Fig. 1: run 1, logic cells by family
Scale bar: 20 um.
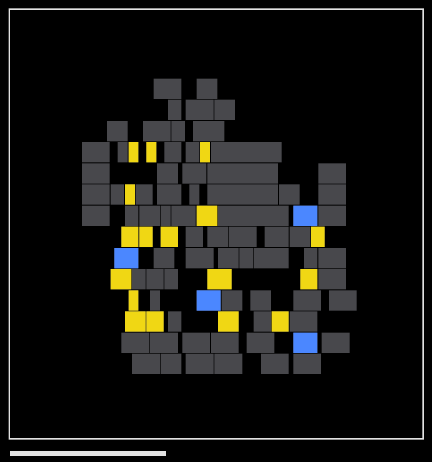
Fig. 2: run 1, signal wires by layer
Scale bar: 20 um.
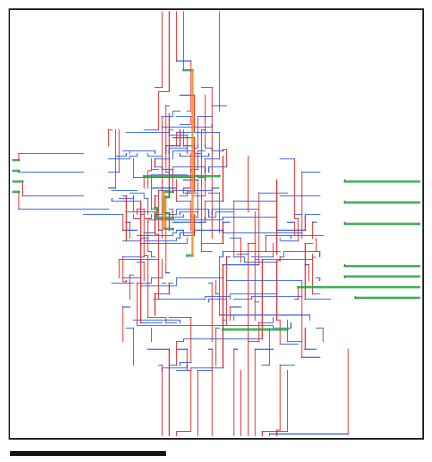
Fig. 3: run 1, cells coloured by class
Scale bar: 20 um. Fill, decap, tap and diode cells in grey.
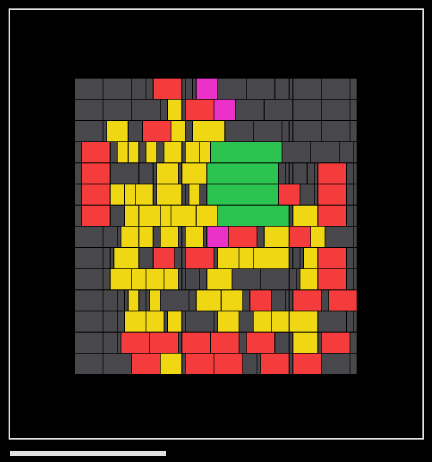
--- config.mk ---
export PLATFORM = sky130hd
export DESIGN_NAME = multicycle_controller
export DESIGN_NICKNAME = d
export VERILOG_FILES = /design/src/rtl/multicycle_controller.sv
export SDC_FILE = /design/constraint.sdc
export NUM_CORES = 1
export LEC_CHECK = 0
export CORE_AREA = 8 8 45 47
export DETAILED_ROUTE_END_ITERATION = 8
export DIE_AREA = 0 0 53 55
export HOLD_SLACK_MARGIN = 0.12
export PLACE_DENSITY = 0.81
export SYNTH_ARGS = -nofsm -noshare
export SYNTH_HDL_FRONTEND = slang
export SYNTH_SLANG_ARGS = --single-unit
--- constraint.sdc ---
create_clock -name clk -period 2.85 [get_ports clk]
set_clock_uncertainty 0.05 [all_clocks]
set_input_delay 0.57 -clock clk [delete_from_list [all_inputs] [get_ports clk]]
set_output_delay 0.57 -clock clk [all_outputs]
set_load 0.02 [all_outputs]
--- src/rtl/multicycle_controller.sv ---
// -----------------------------------------------------------------------------
// multicycle_controller
//
// Main control FSM for a multicycle RISC-V subset datapath (lw, sw, R-type,
// I-type ALU, jal, beq). Each instruction walks FETCH -> DECODE -> one or more
// execute/memory states and returns to FETCH. Any unsupported opcode lands in
// a sticky ERROR state that only rst_n can clear.
//
// Build option:
//   MEM_HANDSHAKE_EN  When defined, FETCH, MEMREAD and MEMWRITE wait for
//                     mem_ready=1 before completing. A 4-bit wait counter
//                     counts non-ready cycles. After WAIT_MAX of them the FSM
//                     goes to ERROR. When undefined, mem_ready is ignored,
//                     those states take exactly one cycle, and no counter is
//                     built.
//
// Parameters:
//   WAIT_MAX    maximum number of non-ready cycles tolerated in one wait
//               state. Valid range is 1..16 because the counter is 4 bits.
//
// Ports:
//   clk         rising-edge clock
//   rst_n       asynchronous active-low reset. State is forced to FETCH and
//               every enable is held low while rst_n is low.
//   op          7-bit opcode from the instruction register
//   zero        ALU zero flag, used for the beq decision
//   mem_ready   memory access complete (only used with MEM_HANDSHAKE_EN)
//   pc_write    PC load enable
//   adr_src     memory address select (0 = PC, 1 = ALU result). Also treated
//               as an enable and gated by reset.
//   mem_write   data memory write enable
//   ir_write    instruction register load enable
//   reg_write   register file write enable
//   alu_src_a   ALU operand A select
//   alu_src_b   ALU operand B select
//   result_src  result bus select
//   alu_op      ALU decoder control (00 add, 01 sub, 10 funct-decoded)
//   state       current state code
//   error       sticky fault flag. It is high in the ERROR state.
// -----------------------------------------------------------------------------
module multicycle_controller #(
    parameter int WAIT_MAX = 15
) (
    input  logic       clk,
    input  logic       rst_n,
    input  logic [6:0] op,
    input  logic       zero,
    input  logic       mem_ready,
    output logic       pc_write,
    output logic       adr_src,
    output logic       mem_write,
    output logic       ir_write,
    output logic       reg_write,
    output logic [1:0] alu_src_a,
    output logic [1:0] alu_src_b,
    output logic [1:0] result_src,
    output logic [1:0] alu_op,
    output logic [3:0] state,
    output logic       error
);

    typedef enum logic [3:0] {
        S_FETCH    = 4'd0,
        S_DECODE   = 4'd1,
        S_MEMADR   = 4'd2,
        S_MEMREAD  = 4'd3,
        S_MEMWB    = 4'd4,
        S_MEMWRITE = 4'd5,
        S_EXECR    = 4'd6,
        S_EXECI    = 4'd7,
        S_ALUWB    = 4'd8,
        S_BEQ      = 4'd9,
        S_JAL      = 4'd10,
        S_ERROR    = 4'd15
    } state_t;

    localparam logic [6:0] OP_LOAD   = 7'b0000011;
    localparam logic [6:0] OP_STORE  = 7'b0100011;
    localparam logic [6:0] OP_RTYPE  = 7'b0110011;
    localparam logic [6:0] OP_ITYPE  = 7'b0010011;
    localparam logic [6:0] OP_JAL    = 7'b1101111;
    localparam logic [6:0] OP_BRANCH = 7'b1100011;

    state_t state_q;
    state_t state_d;

    // mem_done: the access in the current wait state finishes this cycle.
    // wait_expired: this cycle is the last allowed non-ready cycle.
    logic mem_done;
    logic wait_expired;

    // Enables before reset gating.
    logic pc_write_raw;
    logic adr_src_raw;
    logic mem_write_raw;
    logic ir_write_raw;
    logic reg_write_raw;

    // -------------------------------------------------------------------------
    // Memory handshake
    // -------------------------------------------------------------------------
`ifdef MEM_HANDSHAKE_EN
    localparam logic [3:0] WAIT_LAST = 4'(WAIT_MAX - 1);

    logic [3:0] wait_cnt;
    logic       in_wait_state;

    assign in_wait_state = (state_q == S_FETCH) || (state_q == S_MEMREAD) ||
                           (state_q == S_MEMWRITE);
    assign mem_done      = mem_ready;
    // The counter holds the number of non-ready cycles already spent. When
    // WAIT_LAST cycles have passed, this non-ready cycle is number WAIT_MAX
    // and it ends the wait.
    assign wait_expired  = in_wait_state && !mem_ready && (wait_cnt == WAIT_LAST);

    // The counter restarts whenever a wait state completes or the FSM is in a
    // state that does not wait, so each access gets the full budget.
    always_ff @(posedge clk or negedge rst_n) begin
        if (!rst_n) begin
            wait_cnt <= '0;
        end else if (in_wait_state && !mem_ready && !wait_expired) begin
            wait_cnt <= wait_cnt + 4'd1;
        end else begin
            wait_cnt <= '0;
        end
    end
`else
    assign mem_done     = 1'b1;
    assign wait_expired = 1'b0;

    // mem_ready and WAIT_MAX only matter in the handshake build.
    logic unused_inputs;
    assign unused_inputs = mem_ready ^ (WAIT_MAX == 0);
`endif

    // -------------------------------------------------------------------------
    // State register
    // -------------------------------------------------------------------------
    // NOTE: sequential state uses non-blocking assignments. All flops then
    // sample their inputs at the same edge, whatever order the blocks run in.
    always_ff @(posedge clk or negedge rst_n) begin
        if (!rst_n) begin
            state_q <= S_FETCH;
        end else begin
            state_q <= state_d;
        end
    end

    // -------------------------------------------------------------------------
    // Next-state logic
    // -------------------------------------------------------------------------
    // NOTE: every signal assigned in a combinational block gets a default
    // first. Without it, a path that skips the assignment would infer a latch.
    always_comb begin
        state_d = state_q;
        case (state_q)
            S_FETCH: begin
                if (mem_done) begin
                    state_d = S_DECODE;
                end else if (wait_expired) begin
                    state_d = S_ERROR;
                end
            end
            S_DECODE: begin
                case (op)
                    OP_LOAD,
                    OP_STORE:  state_d = S_MEMADR;
                    OP_RTYPE:  state_d = S_EXECR;
                    OP_ITYPE:  state_d = S_EXECI;
                    OP_JAL:    state_d = S_JAL;
                    OP_BRANCH: state_d = S_BEQ;
                    default:   state_d = S_ERROR;
                endcase
            end
            S_MEMADR: begin
                state_d = (op == OP_LOAD) ? S_MEMREAD : S_MEMWRITE;
            end
            S_MEMREAD: begin
                if (mem_done) begin
                    state_d = S_MEMWB;
                end else if (wait_expired) begin
                    state_d = S_ERROR;
                end
            end
            S_MEMWB:    state_d = S_FETCH;
            S_MEMWRITE: begin
                if (mem_done) begin
                    state_d = S_FETCH;
                end else if (wait_expired) begin
                    state_d = S_ERROR;
                end
            end
            S_EXECR,
            S_EXECI:    state_d = S_ALUWB;
            S_ALUWB:    state_d = S_FETCH;
            S_BEQ:      state_d = S_FETCH;
            S_JAL:      state_d = S_ALUWB;
            S_ERROR:    state_d = S_ERROR;
            // Codes 11..14 are never entered. If one shows up, treat it as a
            // fault rather than wander.
            default:    state_d = S_ERROR;
        endcase
    end

    // -------------------------------------------------------------------------
    // Output logic. Outputs depend on the state only, with two exceptions:
    // the beq zero term, and the handshake-qualified FETCH pulses.
    // -------------------------------------------------------------------------
    always_comb begin
        pc_write_raw  = 1'b0;
        adr_src_raw   = 1'b0;
        mem_write_raw = 1'b0;
        ir_write_raw  = 1'b0;
        reg_write_raw = 1'b0;
        alu_src_a     = 2'b00;
        alu_src_b     = 2'b00;
        result_src    = 2'b00;
        alu_op        = 2'b00;
        error         = 1'b0;
        case (state_q)
            S_FETCH: begin
                // PC and IR load once, in the cycle the fetch completes.
                // The mux selects stay steady for the whole wait.
                ir_write_raw = mem_done;
                pc_write_raw = mem_done;
                alu_src_b    = 2'b10;
                result_src   = 2'b10;
            end
            S_DECODE: begin
                alu_src_a = 2'b01;
                alu_src_b = 2'b01;
            end
            S_MEMADR: begin
                alu_src_a = 2'b10;
                alu_src_b = 2'b01;
            end
            S_MEMREAD: begin
                adr_src_raw = 1'b1;
            end
            S_MEMWB: begin
                result_src    = 2'b01;
                reg_write_raw = 1'b1;
            end
            S_MEMWRITE: begin
                adr_src_raw   = 1'b1;
                mem_write_raw = 1'b1;
            end
            S_EXECR: begin
                alu_src_a = 2'b10;
                alu_op    = 2'b10;
            end
            S_EXECI: begin
                alu_src_a = 2'b10;
                alu_src_b = 2'b01;
                alu_op    = 2'b10;
            end
            S_ALUWB: begin
                reg_write_raw = 1'b1;
            end
            S_BEQ: begin
                alu_src_a    = 2'b10;
                alu_op       = 2'b01;
                pc_write_raw = zero;
            end
            S_JAL: begin
                alu_src_a    = 2'b01;
                alu_src_b    = 2'b10;
                pc_write_raw = 1'b1;
            end
            S_ERROR: begin
                error = 1'b1;
            end
            default: begin
                error = 1'b1;
            end
        endcase
    end

    // The async reset already forces the state to FETCH. FETCH drives
    // pc_write/ir_write, so the enables are also gated with rst_n. This keeps
    // them low for the whole time rst_n is low, not just after a clock edge.
    assign pc_write  = pc_write_raw  & rst_n;
    assign adr_src   = adr_src_raw   & rst_n;
    assign mem_write = mem_write_raw & rst_n;
    assign ir_write  = ir_write_raw  & rst_n;
    assign reg_write = reg_write_raw & rst_n;

    assign state = state_q;

endmodule

==> impl_results.rst <==
Run summary
-----------

.. list-table::
   :header-rows: 1

   * - Metric
     - Value
   * - Total clock network power
     - 0.0000675 W
   * - Slew HR
     - a little under two thirds
   * - Met2 routed WL
     - 700 um
   * - Tap cell count
     - 16
   * - Die height
     - roughly 55 um
   * - Synthesized-area fraction occupied by and/or/nand/nor cells
     - 43.8%
   * - Switching part of the total
     - approximately a fifth
   * - Sequential cell area in the final layout
     - 100 sq um
   * - Share of the core filled by cells before placement
     - 34.4%
   * - Data arrival time of the worst path
     - 2040 ps
   * - Number of buffers added on ports
     - 27
   * - Hold WS
     - 659 ps
   * - Total Die Area
     - 0.00292 sq mm
   * - Maximum level of the CTS H-tree
     - 1
   * - Cell depth of the worst flop-to-flop path
     - 4
   * - Die span in x
     - 53 um
   * - Top cell type's share of synthesized area
     - 21.0%
   * - Result of the run
     - completed
   * - Cell with the most instances on the worst path
     - clkdlybuf4s50_1
   * - Startpoint of the worst-slack reg-to-reg timing path
     - state[2]
   * - Total of max-cap violations
     - 0
   * - Dominant cell by count in the synthesized netlist
     - a21oi_1
   * - Switching power summed over all nets
     - 0.0000292 W
   * - Number of buffer and inverter instances along the worst setup path
     - 2
   * - Worst setup slack for register-to-register paths
     - about 1300 ps
   * - Cell-internal power
     - about 0.00012 W
   * - Synthesized area
     - about 480 sq um
   * - Start point of the critical path
     - rst_n
   * - Net count reported at finish
     - between 100 and 150
   * - Leading cell types in the layout, fill and taps excluded
     - clkdlybuf4s50_1 (27), a21oi_1 (8), nor2_1 (5)
   * - Diode insertion count for antenna repair
     - 0
   * - Setup repair after global routing missed its margin
     - no
   * - Post-Place Cells
     - 104
   * - Seq pwr share
     - 38.7%
   * - Kind of launch point of the worst setup path
     - primary input
   * - Initial antenna violation count
     - 0
   * - Number of synthesized register bits
     - 4
   * - Final setup viols
     - 0
   * - Async S/R FF share, synth
     - 100%
   * - Post CTS Setup Buffer Count
     - 0
   * - Met2 track utilization from global routing
     - between 10% and 20%
   * - Crit-path cells
     - clkdlybuf4s50_1, nand3b_1, nor3b_1, clkdlybuf4s50_1
   * - List of most frequent post-synthesis cells
     - a21oi_1 (8), buf_2 (5), nor2_1 (5)
   * - Cell count in the Yosys report
     - 64
   * - Pin count of the biggest net entering global routing
     - 18
   * - Power per cell area
     - 187 mW/mm^2
   * - Top cells by area in the synthesized netlist
     - dfrtp_1 (21%), a21oi_1 (8.4%), nand3b_1 (6.3%)
   * - Leakage
     - ~0.28 nW
   * - Met1 Wirelength
     - 568 um
   * - Proportion of final cell area spent on non-clock buffers
     - 38.2%
   * - Uppermost layer routed
     - met4
   * - Weighted congestion reported at the end of routability-driven placement
     - between 0.8 and 0.9
   * - Count of library flops with an enable pin
     - 0
   * - Iter 0 DRT Violations
     - 10
   * - Logic family by area
     - simple AND/OR/NAND/NOR gates
   * - Time the final worst path needs with I/O delays and setup
     - 2660 ps
   * - Ports placed on the boundary
     - 29
   * - Dominant delay contributor by cell family on the critical path
     - buffers and inverters
   * - Synthesized chip area reported by yosys
     - around 480 sq um
   * - Commonest register cell after synthesis
     - dfrtp_1
   * - Flip-flop count of the largest register, all copies and words added
     - 4
   * - Hold-fix buffers at CTS
     - 0
   * - Cell resize tally after clock tree synthesis
     - 0
   * - Filler cell count
     - 130
   * - Proportion of cell area spent on the clock network
     - under 10%
   * - Post-detailed-placement cell area
     - 764 sq um
   * - Number of distinct library cells after synthesis
     - 31
   * - Comb gate area
     - between 300 and 400 sq um
   * - Post-placement worst setup slack
     - 185 ps
   * - Total power after layout
     - 0.000148 W
   * - Mapped Nets
     - 75
   * - Final cycle utilization of the critical path
     - 93.2%
   * - Setup_tns
     - 0 ps
   * - Endpoint type of the worst setup path
     - output port
   * - Endpoint of the worst register-to-register path
     - state[0]
   * - Post-detailed-route via-to-cell ratio
     - ~5.5
   * - Critical Path Sink
     - mem_write
   * - Critical path type
     - primary input to output port
   * - Largest fanout on the critical path
     - 5
   * - Post-Synth XOR/XNOR Area
     - under 10%
   * - Syn Inst Count
     - 64
   * - Fraction of final layout cells with drive strength greater than 1
     - 11.0%
   * - Share of synthesized area occupied by flip-flops and latches
     - 21.0%
   * - Detailed Routing Iterations Pass 1
     - 4
## Picture notes: Fig. 1
XOR/XNOR gates: shown in blue, cells 4. NOR gates: shown in yellow, cells 17, most used nor2_1.
most frequent logic cell in the layout: clkdlybuf4s50_1
share of cell area taken by multi-input logic gates: 42.8%
final non-filler cell total: 107

## Picture notes: Fig. 2
met2: shown in red, wire length 701 um. met4: shown in orange, wire length 28.6 um. met1: shown in blue, wire length 569 um. met3: shown in green, wire length 104 um.
All-Layer GR Usage: 9.15%
routed wire length: 1400 um
via count: 593

## Picture notes: Fig. 3
flip-flops: shown in green, cells 4, share of their area 13%. other buffers and delay cells: shown in red, cells 31, share of their area 39%. all other logic: shown in yellow, cells 53, share of their area 45%. cells driving clock nets: shown in magenta, cells 3, share of their area 2.9%.
standard-cell rows: 14
core box area: 0.00138 sq mm
final design utilization: 56.9%
proportion of cell area occupied by registers: 12.7%
cell area after layout: 787 sq um

No activity file was given, so power comes from the tool's default toggle rates.
